==> config.mk <==
export PLATFORM = sky130hd
export DESIGN_NAME = mem_arbiter
export DESIGN_NICKNAME = d
export VERILOG_FILES = /design/src/rtl/mem_arbiter_pkg.sv /design/src/rtl/mem_arbiter_grant_sel.sv /design/src/rtl/mem_arbiter.sv
export SDC_FILE = /design/constraint.sdc
export NUM_CORES = 1
export LEC_CHECK = 0
export ABC_AREA = 1
export CELL_PAD_IN_SITES_DETAIL_PLACEMENT = 0
export CELL_PAD_IN_SITES_GLOBAL_PLACEMENT = 1
export CORE_MARGIN = 3
export CORE_UTILIZATION = 27
export CTS_CLUSTER_DIAMETER = 120
export DETAILED_ROUTE_END_ITERATION = 8
export PLACE_DENSITY_LB_ADDON = 0.1
export SKIP_LAST_GASP = 1
export SYNTH_ARGS = -nofsm -noshare
export SYNTH_HDL_FRONTEND = slang
export SYNTH_HIERARCHICAL = 1
export SYNTH_SLANG_ARGS = --single-unit
==> constraint.sdc <==
create_clock -name clk -period 2.18 [get_ports clk]
set_clock_uncertainty 0.15 [all_clocks]
set_input_delay 0.327 -clock clk [delete_from_list [all_inputs] [get_ports clk]]
set_output_delay 0.327 -clock clk [all_outputs]
set_load 0.01 [all_outputs]
### Routing congestion map

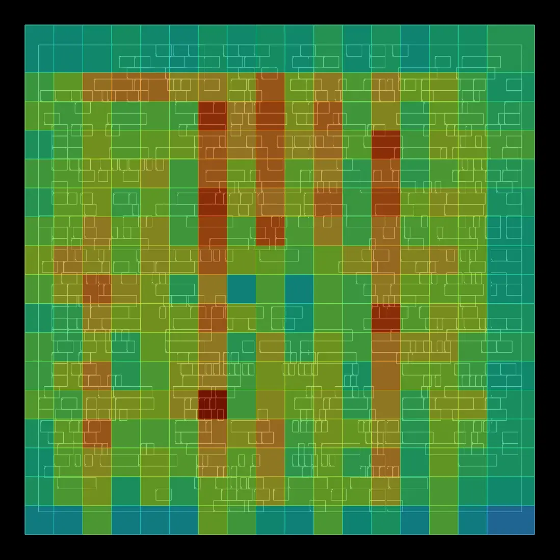
wire per inst: 14.4 um
Util after Layout: 44.8%

### Signal wires on met4

Supply wires on this layer in gray.
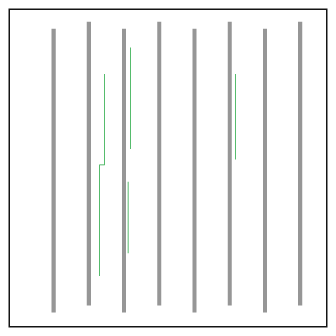
nets with wire on the layer: 3
main direction: vertical
share of all routed wire: 1.7%
longest straight run: 42.7 um
routed vias: 3,272
final WL: 10,600 um

### Met2 routing

Cells faint in the background.
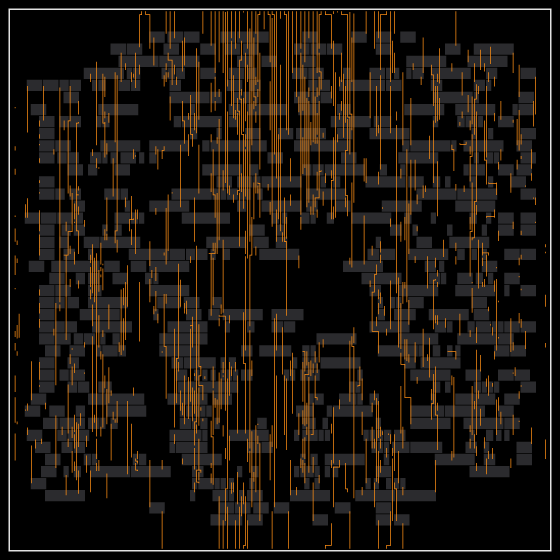
nets with wire on the layer: 511
wire length on this layer: 4,970 um
main direction: vertical
longest straight run: 48.3 um
share of all routed wire: 47%
met2 global-route usage: 24.2%

### The metal 3 layer

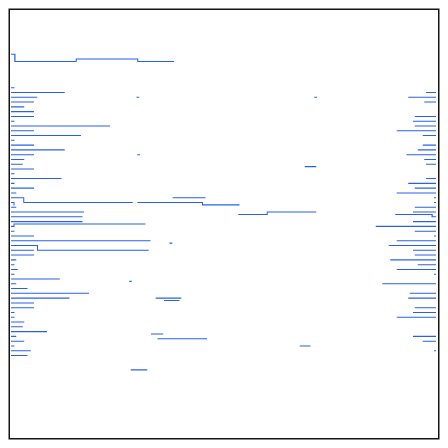
longest straight run: 39.3 um
share of all routed wire: 8.7%
met3 usage: 5.11%

### Signal wires on met1

Scale bar: 20 um. Supply wires on this layer in gray.
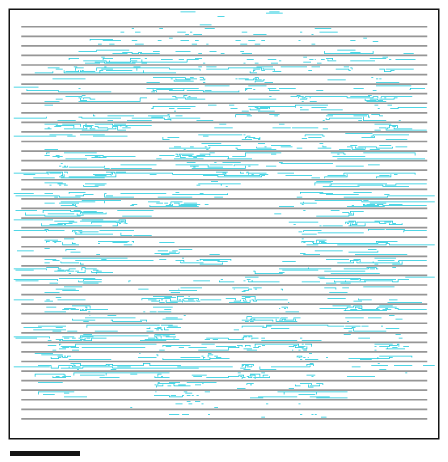
wire length on this layer: 4,550 um
share of all routed wire: 43%
main direction: horizontal
nets with wire on the layer: 559
GRT met1 Usage: 17.9%

==> impl_metrics.py <==
# Flow results
metrics = {
    "power": {
        "switching_power_mw": 2.63,
        "p_sw_share_pct": 34.4,
        "pwr-share-comb_pct": 46.6,
        "internal_power_mw": 5.01,
        "pg_comb_mw": 3.56,
    },
    "final_layout": {
        "biggestCellCategory": "sequential cells",
        "instances_no_fill": 740,
        "num-nonclk-inverters": 38,
        "comb_share_pct": 24.9,
        "comb_area_sq_um": 1440,
        "flop_area_sq_um": 1900,
        "layout-drive-gt1-share_pct": 12.5,
    },
    "place": {
        "port_buffers": 160,
        "place_area_sq_um": 5440,
        "place_congestion": 0.749,
    },
    "drt": {
        "dr.pass1.iters": 4,
        "wl_met1_um": 4550,
    },
    "critical_path": {
        "cpLargestDelayFamily": "simple AND/OR/NAND/NOR gates",
        "cp.buffers_inverters": 3,
        "path_class": "reg -> reg",
        "cp.arrival_ns": 1.98,
    },
    "synthesis": {
        "ys_cells": 405,
        "syn-cell-area_sq_um": 3620,
        "ys_warn_count": 6,
        "adder_share_pct": 0.692,
        "topCombFamilyByArea": "simple AND/OR/NAND/NOR gates",
        "ys_seq_share_pct": 52.6,
        "synthXorXnorAreaFrac_pct": 0,
    },
    "cts": {
        "clk_pin_slew_worst_paths_ns": 0.06,
        "insertion_delay_ns": 0.34,
        "cts_hold_buffers": 0,
        "h-tree-depth": 3,
        "cts_setup_buffers": 0,
    },
    "floorplan": {
        "ios": 161,
        "die_w_um": 122,
    },
    "grt": {
        "grt_max_degree": 56,
        "grt_busiest_layer": "met2",
        "grt_first_pass_wirelength_um": 17100,
    },
    "sta": {
        "fin_crit_ns": 1.91,
    },
    "outcome": {
        "status": "completed",
    },
}
Power and IR drop assume default switching activity.
